File: src/rtl/mult_div_unit_pkg.sv
// Shared definitions for the iterative multiply/divide unit: op and state
// encodings, default operand width and the divide-by-zero quotient pattern.
package mult_div_unit_pkg;

  localparam int WIDTH_DEF = 32;

  typedef enum logic [2:0] {
    OP_MULT  = 3'b000,
    OP_MULTU = 3'b001,
    OP_DIV   = 3'b010,
    OP_DIVU  = 3'b011,
    OP_MADD  = 3'b100,
    OP_MADDU = 3'b101,
    OP_MSUB  = 3'b110,
    OP_MSUBU = 3'b111
  } op_e;

  typedef enum logic [1:0] {
    ST_IDLE  = 2'd0,
    ST_RUN   = 2'd1,
    ST_WRITE = 2'd2
  } state_e;

  localparam logic [WIDTH_DEF-1:0] DIVZ_LO = '1;

  // Odd encodings are the unsigned variants.
  function automatic logic op_is_signed(input logic [2:0] op);
    return ~op[0];
  endfunction

  function automatic logic op_is_div(input logic [2:0] op);
    return (op[2:1] == 2'b01);
  endfunction

endpackage

File: src/rtl/mult_div_unit_if.sv
// Request/result bundle between the EX stage and the multiply/divide unit.
interface mult_div_unit_if
  import mult_div_unit_pkg::*;
#(
  parameter int WIDTH = WIDTH_DEF
);
  logic             Start;
  logic [2:0]       Op;
  logic [WIDTH-1:0] A;
  logic [WIDTH-1:0] B;
  logic [WIDTH-1:0] HIcur;
  logic [WIDTH-1:0] LOcur;
  logic [WIDTH-1:0] HIout;
  logic [WIDTH-1:0] LOout;
  logic             HIen;
  logic             LOen;
  logic             Busy;
  logic             Done;

  modport master (
    output Start, Op, A, B, HIcur, LOcur,
    input  HIout, LOout, HIen, LOen, Busy, Done
  );

  modport slave (
    input  Start, Op, A, B, HIcur, LOcur,
    output HIout, LOout, HIen, LOen, Busy, Done
  );
endinterface

File: src/rtl/mult_div_unit_iter_step.sv
// One combinational iteration on the {hi,lo} working pair: shift-add for
// multiply, restoring compare-subtract for divide.
module mdu_iter_step
  import mult_div_unit_pkg::*;
#(
  parameter int WIDTH = WIDTH_DEF
) (
  input  logic             is_div,
  input  logic [WIDTH-1:0] hi,
  input  logic [WIDTH-1:0] lo,
  input  logic [WIDTH-1:0] opnd,
  output logic [WIDTH-1:0] hi_nxt,
  output logic [WIDTH-1:0] lo_nxt
);
  logic [WIDTH:0]   sum;
  logic [WIDTH:0]   rem_sh;
  logic [WIDTH+1:0] diff;

  always_comb begin
    sum    = {1'b0, hi} + {1'b0, opnd};
    rem_sh = {hi, lo[WIDTH-1]};
    // One extra bit above rem_sh so diff[WIDTH+1] is a true borrow flag.
    diff   = {1'b0, rem_sh} - {2'b00, opnd};
    hi_nxt = hi;
    lo_nxt = lo;
    if (is_div) begin
      if (!diff[WIDTH+1]) begin
        hi_nxt = diff[WIDTH-1:0];
        lo_nxt = {lo[WIDTH-2:0], 1'b1};
      end else begin
        hi_nxt = rem_sh[WIDTH-1:0];
        lo_nxt = {lo[WIDTH-2:0], 1'b0};
      end
    end else if (lo[0]) begin
      {hi_nxt, lo_nxt} = {sum, lo[WIDTH-1:1]};
    end else begin
      {hi_nxt, lo_nxt} = {1'b0, hi, lo[WIDTH-1:1]};
    end
  end
endmodule

File: src/rtl/mult_div_unit.sv
// Iterative HI/LO multiply/divide unit: one op at a time, WIDTH iterations,
// then a single write cycle pulsing the HI/LO enables.
module mult_div_unit
  import mult_div_unit_pkg::*;
#(
  parameter int WIDTH = WIDTH_DEF
) (
  input  logic            Clk,
  input  logic            Rst,
  mult_div_unit_if.slave  bus
);
  localparam int CNT_W = $clog2(WIDTH);
  localparam logic [CNT_W-1:0] LAST = CNT_W'(WIDTH - 1);

  state_e           state;
  logic [CNT_W-1:0] cnt;
  logic             busy, done, hi_en, lo_en;
  logic [WIDTH-1:0] hi_out, lo_out;

  op_e              op_q;
  logic             signed_q, is_div_q, div0_q, sa_q, sb_q;
  logic [WIDTH-1:0] a_q, opnd_q, hi_q, lo_q, hicur_q, locur_q;

  logic [WIDTH-1:0]   hi_nx, lo_nx, hi_fix, lo_fix, quo, rem;
  logic [2*WIDTH-1:0] prod, mres;

  function automatic logic [WIDTH-1:0] mag(input logic signed [WIDTH-1:0] v,
                                           input logic sgn);
    return (sgn && v < 0) ? WIDTH'(-v) : WIDTH'(v);
  endfunction

  function automatic logic [WIDTH-1:0] neg_w(input logic [WIDTH-1:0] v,
                                             input logic en);
    return en ? (~v + 1'b1) : v;
  endfunction

  function automatic logic [2*WIDTH-1:0] neg_2w(input logic [2*WIDTH-1:0] v,
                                                input logic en);
    return en ? (~v + 1'b1) : v;
  endfunction

  mdu_iter_step #(.WIDTH(WIDTH)) u_step (
    .is_div (is_div_q),
    .hi     (hi_q),
    .lo     (lo_q),
    .opnd   (opnd_q),
    .hi_nxt (hi_nx),
    .lo_nxt (lo_nx)
  );

  // Sign fixup and accumulate act on the final iteration's output so the
  // write cycle follows the last iteration directly.
  always_comb begin
    prod = neg_2w({hi_nx, lo_nx}, signed_q && (sa_q ^ sb_q));
    case (op_q)
      OP_MADD, OP_MADDU: mres = {hicur_q, locur_q} + prod;
      OP_MSUB, OP_MSUBU: mres = {hicur_q, locur_q} - prod;
      default:           mres = prod;
    endcase
    quo = neg_w(lo_nx, signed_q && (sa_q ^ sb_q));
    rem = neg_w(hi_nx, signed_q && sa_q);
    if (!is_div_q) begin
      {hi_fix, lo_fix} = mres;
    end else if (div0_q) begin
      hi_fix = a_q;
      lo_fix = WIDTH'(DIVZ_LO);
    end else begin
      hi_fix = rem;
      lo_fix = quo;
    end
  end

  always_ff @(posedge Clk) begin
    if (Rst) begin
      state  <= ST_IDLE;
      cnt    <= '0;
      busy   <= 1'b0;
      done   <= 1'b0;
      hi_en  <= 1'b0;
      lo_en  <= 1'b0;
      hi_out <= '0;
      lo_out <= '0;
    end else begin
      case (state)
        ST_IDLE: begin
          if (bus.Start) begin
            state <= ST_RUN;
            cnt   <= '0;
            busy  <= 1'b1;
          end
        end
        ST_RUN: begin
          cnt <= cnt + 1'b1;
          if (cnt == LAST) begin
            state  <= ST_WRITE;
            done   <= 1'b1;
            hi_en  <= 1'b1;
            lo_en  <= 1'b1;
            hi_out <= hi_fix;
            lo_out <= lo_fix;
          end
        end
        ST_WRITE: begin
          state <= ST_IDLE;
          cnt   <= '0;
          busy  <= 1'b0;
          done  <= 1'b0;
          hi_en <= 1'b0;
          lo_en <= 1'b0;
        end
        default: state <= ST_IDLE;
      endcase
    end
  end

  // Operand/working registers: loaded on accept, stepped while running.
  always_ff @(posedge Clk) begin
    if (state == ST_IDLE && bus.Start) begin
      op_q     <= op_e'(bus.Op);
      signed_q <= op_is_signed(bus.Op);
      is_div_q <= op_is_div(bus.Op);
      div0_q   <= (bus.B == '0);
      sa_q     <= bus.A[WIDTH-1];
      sb_q     <= bus.B[WIDTH-1];
      a_q      <= bus.A;
      hicur_q  <= bus.HIcur;
      locur_q  <= bus.LOcur;
      hi_q     <= '0;
      lo_q     <= mag(bus.A, op_is_signed(bus.Op));
      opnd_q   <= mag(bus.B, op_is_signed(bus.Op));
    end else if (state == ST_RUN) begin
      hi_q <= hi_nx;
      lo_q <= lo_nx;
    end
  end

  assign bus.Busy  = busy;
  assign bus.Done  = done;
  assign bus.HIen  = hi_en;
  assign bus.LOen  = lo_en;
  assign bus.HIout = hi_out;
  assign bus.LOout = lo_out;
endmodule

File: src/flat_wrapper.sv
// flat-port wrapper written by rule: the top's interface ports become plain ports
module mult_div_unit_flat import mult_div_unit_pkg::*;
#(
  parameter int WIDTH = WIDTH_DEF
)
  (Clk, Rst, bus_Start, bus_Op, bus_A, bus_B, bus_HIcur, bus_LOcur, bus_HIout, bus_LOout, bus_HIen, bus_LOen, bus_Busy, bus_Done);
  mult_div_unit_if #(.WIDTH(WIDTH)) bus_i ();
  input  logic Clk;
  input  logic Rst;
  input wire logic [$bits(bus_i.Start)-1:0] bus_Start;
  input wire logic [$bits(bus_i.Op)-1:0] bus_Op;
  input wire logic [$bits(bus_i.A)-1:0] bus_A;
  input wire logic [$bits(bus_i.B)-1:0] bus_B;
  input wire logic [$bits(bus_i.HIcur)-1:0] bus_HIcur;
  input wire logic [$bits(bus_i.LOcur)-1:0] bus_LOcur;
  output wire logic [$bits(bus_i.HIout)-1:0] bus_HIout;
  output wire logic [$bits(bus_i.LOout)-1:0] bus_LOout;
  output wire logic [$bits(bus_i.HIen)-1:0] bus_HIen;
  output wire logic [$bits(bus_i.LOen)-1:0] bus_LOen;
  output wire logic [$bits(bus_i.Busy)-1:0] bus_Busy;
  output wire logic [$bits(bus_i.Done)-1:0] bus_Done;
  assign bus_i.Start = bus_Start;
  assign bus_i.Op = bus_Op;
  assign bus_i.A = bus_A;
  assign bus_i.B = bus_B;
  assign bus_i.HIcur = bus_HIcur;
  assign bus_i.LOcur = bus_LOcur;
  assign bus_HIout = bus_i.HIout;
  assign bus_LOout = bus_i.LOout;
  assign bus_HIen = bus_i.HIen;
  assign bus_LOen = bus_i.LOen;
  assign bus_Busy = bus_i.Busy;
  assign bus_Done = bus_i.Done;
  mult_div_unit #(.WIDTH(WIDTH)) u_core (.Clk(Clk), .Rst(Rst), .bus(bus_i));
endmodule
File: config.mk
export PLATFORM = sky130hd
export DESIGN_NAME = mult_div_unit_flat
export DESIGN_NICKNAME = d
export VERILOG_FILES = /design/src/rtl/mult_div_unit_pkg.sv /design/src/rtl/mult_div_unit_if.sv /design/src/rtl/mult_div_unit_iter_step.sv /design/src/rtl/mult_div_unit.sv /design/src/flat_wrapper.sv
export SDC_FILE = /design/constraint.sdc
export NUM_CORES = 1
export LEC_CHECK = 0
export CORE_UTILIZATION = 55
export CTS_CLUSTER_DIAMETER = 50
export DETAILED_ROUTE_END_ITERATION = 12
export GPL_TIMING_DRIVEN = 0
export HOLD_SLACK_MARGIN = 0.05
export PLACE_DENSITY = 0.88
export SYNTH_ARGS = -nofsm -noshare
export SYNTH_HDL_FRONTEND = slang
export SYNTH_SLANG_ARGS = --single-unit
File: constraint.sdc
create_clock -name Clk -period 16.3 [get_ports Clk]
set_input_delay 4.89 -clock Clk [delete_from_list [all_inputs] [get_ports Clk]]
set_output_delay 4.89 -clock Clk [all_outputs]
set_load 0.02 [all_outputs]
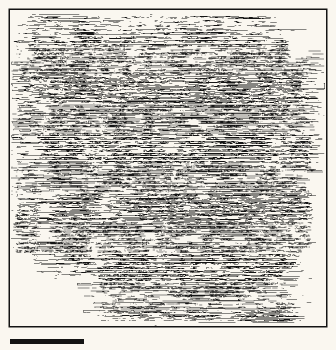
**Above:** run 1 (M1 wires).
Scale bar: 50 um.
longest straight run = 69.5 um
main direction = horizontal
nets with wire on the layer = 3296
wire length on this layer = 36.2 mm

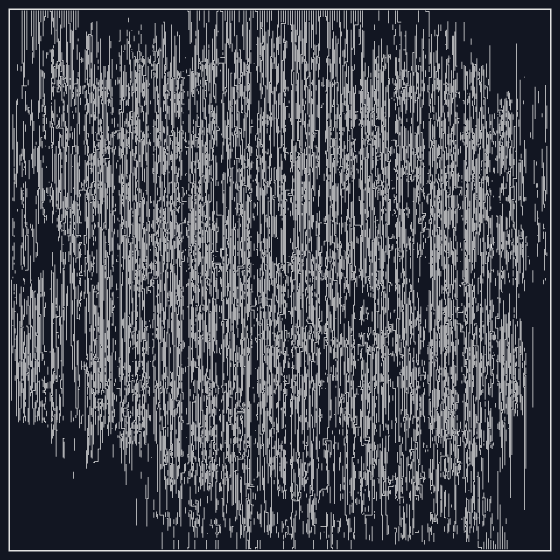
**Above:** run 1 (signal wires on met2).
share of all routed wire = 44%
main direction = vertical

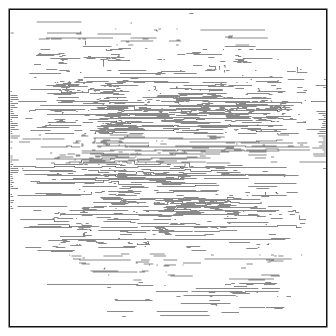
**Above:** run 1 (metal 3).
wire length on this layer = 11200 um
longest straight run = 171 um

==> results.yml, run 1 <==
# physical design summary
worst_setup_path:
  cp-start-kind: "flop"
  slowest_stage: "nor4b_1"
timing:
  timing_hold_violations_final: 0
  fin_skew_ns: 0.0282
  tns_ns: 0
  setup_violations: 0
  fin_crit_ns: 11.19
  drv_slew: 0
  clock.fmax_mhz: 89.4
  rsz0062_at_grt: "no"
outcome:
  outcome: "complete, no violations"
power:
  ir_worst_vdd_mv: 0.103
  power_density_nw_per_um2: 128
  pwr-share-comb_pct: 52.8
  p_leak_nw: 10.8
die:
  die_y_um: 213
  row_count: 76
placement:
  hpwlAfterDp_um: 73000
  place.gp.congestion: 1.04
detailed_routing:
  vias_per_cell: 6.75
min_path:
  worstHoldStart: "u_core.bus.LOout[12]"
  hold_path_end: "u_core.bus.LOout[12]"
  min_path_type: "flop to flop"
clock_tree:
  h-tree-depth: 2
  cts_buffer_depth: 3
  cts_tree: "built"
  cts_buffers: 39
synth:
  synth.most_common_cell: "a21oi_1"
  yosys.area.top_type: "edfxtp_1"
  synth-edff-count: 166
  adder_share_pct: 7.04
layout:
  area_growth_pct: 16.6
  drive_above_1_share_pct: 6.36
  utilization_pct: 65.6
job:
  maxCapViolations: 0
==> run 1: area by class of cell <==
class	count	share of cell area [%]
multi-input cells	2431	57.1
diodes	4	0.0350
clock inverters	22	0.837
well taps	585	2.56
clock buffers	50	3.71
repair buffers	200	7.07
inverters	98	1.31
flip-flops and latches	271	24.8
plain buffers	151	2.61
==> run 1: worst max-delay path by stage <==
stage / start / to / slack, ns / depth (start not counted)
after global routing: u_core.hi_q[11] / u_core.bus.HIout[30] / 4.50 / 37
after floorplan: bus_Start / u_core.lo_q[31] / 7.72 / 4
after global placement: u_core.opnd_q[30] / u_core.bus.HIout[30] / 5.48 / 37
final: u_core.hi_q[4] / u_core.bus.HIout[26] / 5.11 / 36
after detailed placement: u_core.opnd_q[30] / u_core.bus.HIout[30] / 5.58 / 36
after CTS: u_core.opnd_q[30] / u_core.bus.HIout[30] / 5.50 / 38
==> run 1: critical path: cells and delay by family (launching register included) <==
family / cells / cell delay [ns]
AOI/OAI and AO/OA: 17 / 5.40
and+or+nand+nor: 10 / 2.88
adders and majority gates: 3 / 0.96
xor gates and xnor gates: 3 / 0.84
buffers and inverters: 3 / 0.59
DFF: 1 / 0.40
==> run 1: per-layer routing <==
metal  share of wire [%]  routed length [um]
met5                0.12                 109
met3                  12               11200
met2                  44               40800
met1                  39               36200
met4                 5.8                5420
==> run 1: logic make-up (layout without fill, tap and decap cells) <==
logic type | after synthesis | count (layout)
other cells | 0 | 4
xor+xnor | 285 | 285
buf+inv | 249 | 521
flops | 271 | 271
simple gates | 952 | 952
compound gates | 973 | 973
fa+ha+maj | 136 | 136
mux | 85 | 85
==> run 1: flip-flops by register name (all words and copies together) (netlist names) <==
register and count:
u_core.a_q 32, u_core.bus.Busy 1, u_core.bus.Done 1, u_core.bus.HIout 32, u_core.bus.LOout 32, u_core.cnt 5, u_core.div0_q 1, u_core.hi_q 32
u_core.hicur_q 32, u_core.is_div_q 1, u_core.lo_q 32, u_core.locur_q 32, u_core.op_q 2, u_core.opnd_q 32, u_core.sb_q 1, u_core.signed_q 1
u_core.state 2
==> run 1: per-stage QoR <==
| step | std cells | total power (W) | area [sq um] | setup slack, ns |
|---|---|---|---|---|
| after floorplan | 2951 | 0.00220 | 24500 | 7.72 |
| after global placement | 3735 | 0.00269 | 27200 | 5.48 |
| after detailed placement | 3736 | 0.00270 | 27300 | 5.58 |
| after CTS | 3808 | 0.00357 | 28600 | 5.50 |
| after global routing | 3812 | 0.00380 | 28600 | 4.50 |
| final | 3812 | 0.00364 | 28600 | 5.11 |
==> run 1: power groups by stage <==
stage,sequential (W),combinational (W),clock [W]
global route,0.000856,0.00205,0.000890
detailed placement,0.000863,0.00184,0
global placement,0.000868,0.00182,0
finish,0.000855,0.00193,0.000864
floorplan,0.000839,0.00136,0
CTS,0.000850,0.00186,0.000862
**Run 1: routing congestion map**

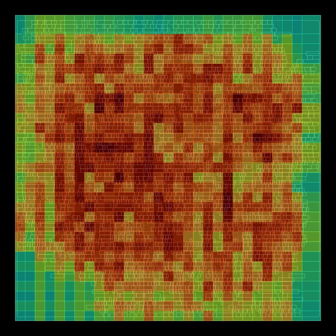

==> run 2, diff against run 1 <==
clock period = 11 ns   (was 16.3 ns; I/O delays follow)
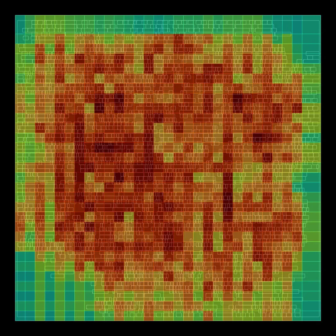
**Above:** run 2 (routing congestion map).
met3 usage: 10.4%
Post-Route Utilization: 65.7%
GR Util met1: 51.2%
Tot GR Track Use: 40.6%
DR WL/cell: 24.5 um

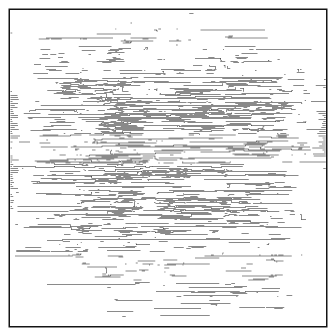
**Above:** run 2 (metal 3).
nets with wire on the layer = 612
main direction = horizontal
longest straight run = 170 um

==> results.yml, run 2 <==
# physical design summary
power:
  power_switching_w: 0.00239
  pwr-share-comb_pct: 52.8
  swShare_pct: 44.2
  power_density_nw_per_um2: 189
  ir_worst_vdd_mv: 0.153
  p_leak_nw: 10.8
  power_w: 0.00540
worst_setup_path:
  cp-start-kind: "flop"
  slowest_stage: "or4b_2"
  worst_ep_required_time_ns: 11.48
layout:
  drive_above_1_share_pct: 6.48
  most-common-layout-cells: "a21oi_1 (296), nand2_1 (261), nor2_1 (248)"
  mostFrequentLayoutCell: "a21oi_1"
  area_growth_pct: 16.7
min_path:
  min_path_type: "flop to flop"
grt:
  overflow: 0
detailed_routing:
  drtIter0Drc: 3187
  vias_per_cell: 6.73
synth:
  yosys_cells: 2951
  synth-edff-count: 166
  yosysChipArea_sq_um: 24500
  synth.most_common_cell: "a21oi_1"
  yosys.area.top_type: "edfxtp_1"
  top_cell_area_share_pct: 20.3
timing:
  hold_slack_ns: 0.463
  fin_skew_ns: 0.0238
  setup_violations: 0
  drv_slew: 0
  clock.fmax_mhz: 95.2
  tns_ns: 0
  fin_crit_ns: 10.50
  rsz0062_at_grt: "no"
placement:
  place.gp.congestion: 1.04
  hpwlAfterDp_um: 73000
die:
  row_count: 76
  initCoreUtil_pct: 56.3
  die_y_um: 213
clock_tree:
  cts_tree: "built"
  cts_buffer_depth: 3
  h-tree-depth: 2
  cts_setup_buffers: 0
  cts_buffers: 39
outcome:
  outcome: "complete, no violations"
job:
  maxCapViolations: 0
  warnings: 26
-- run 2: cell counts after synthesis --
Identical to the previous run, type by type.
-- run 2: metrics by stage --
stage | instance area [sq um] | worst slack, ns | cells
finish | 28600 | 0.498 | 3813
CTS | 28600 | 0.195 | 3808
detailed placement | 27300 | 0.277 | 3736
global route | 28600 | 0.0657 | 3812
floorplan | 24500 | 2.60 | 2951
global placement | 27200 | 0.181 | 3735
-- run 2: power groups by stage --
stage	clock [W]	sequential (W)	combinational (W)
after floorplan	0	0.00124	0.00202
after global placement	0	0.00129	0.00270
after detailed placement	0	0.00128	0.00272
after CTS	0.00128	0.00126	0.00275
after global routing	0.00132	0.00127	0.00305
final	0.00128	0.00127	0.00285
-- run 2: cell families after synthesis --
| family | count (synthesis) | synth area share (%) |
|---|---|---|
| AND-OR/OR-AND | 973 | 26.1 |
| XOR/XNOR | 285 | 10.2 |
| flip-flops | 271 | 28.9 |
| adder cells (fa/ha/maj) | 136 | 7.04 |
| buffers and inverters | 249 | 4.54 |
| multiplexers | 85 | 3.59 |
| AND/OR/NAND/NOR | 952 | 19.6 |
-- run 2: worst max-delay path: cells and delay by family (launching register included) --
family / cells / cell delay [ns]
buffers and inverters: 6 / 1.75
multiplexers: 1 / 0.38
XOR/XNOR: 3 / 0.68
AND-OR/OR-AND: 10 / 2.80
adder cells (fa/ha/maj): 2 / 0.73
AND/OR/NAND/NOR: 13 / 3.69
flip-flops: 1 / 0.35
-- run 2: timing repair --
item,CTS,global route
endpoints found under the hold margin,0,0
gates resized,0,6
setup endpoints to repair,0,12
-- run 2: cell type report --
cell class	count	area, sq um
Multi-Input combinational cell	2431	16300
Fill cell	3709	15000
Sequential cell	271	7090
Timing Repair Buffer	200	2020
Clock buffer	50	1060
Buffer	151	744
Tap cell	585	732
Inverter	98	373
Clock inverter	22	239
Antenna cell	5	12.5
-- run 2: layer usage --
metal / vias to the layer above / share of wire, % / track usage (%) / routed length [um]
li1: 11600 / - / - / -
met1: 12000 / 38 / 51.2 / 35700
met2: 1692 / 43 / 62.8 / 40500
met3: 438 / 12 / 10.4 / 11500
met4: 4 / 6.2 / 23.2 / 5820
met5: - / 0.12 / 0 / 109
-- run 2: worst paths after layout --
| path | start | to | slack (ns) | cells past startpoint |
|---|---|---|---|---|
| max reg2reg | u_core.is_div_q | u_core.bus.HIout[26] | 0.50 | 35 |
| min reg2reg | u_core.bus.LOout[12] | u_core.bus.LOout[12] | 0.46 | 2 |
| max | u_core.is_div_q | u_core.bus.HIout[26] | 0.50 | 35 |
| min | u_core.bus.LOout[12] | u_core.bus.LOout[12] | 0.46 | 2 |
No activity file was given, so power comes from the tool's default toggle rates.
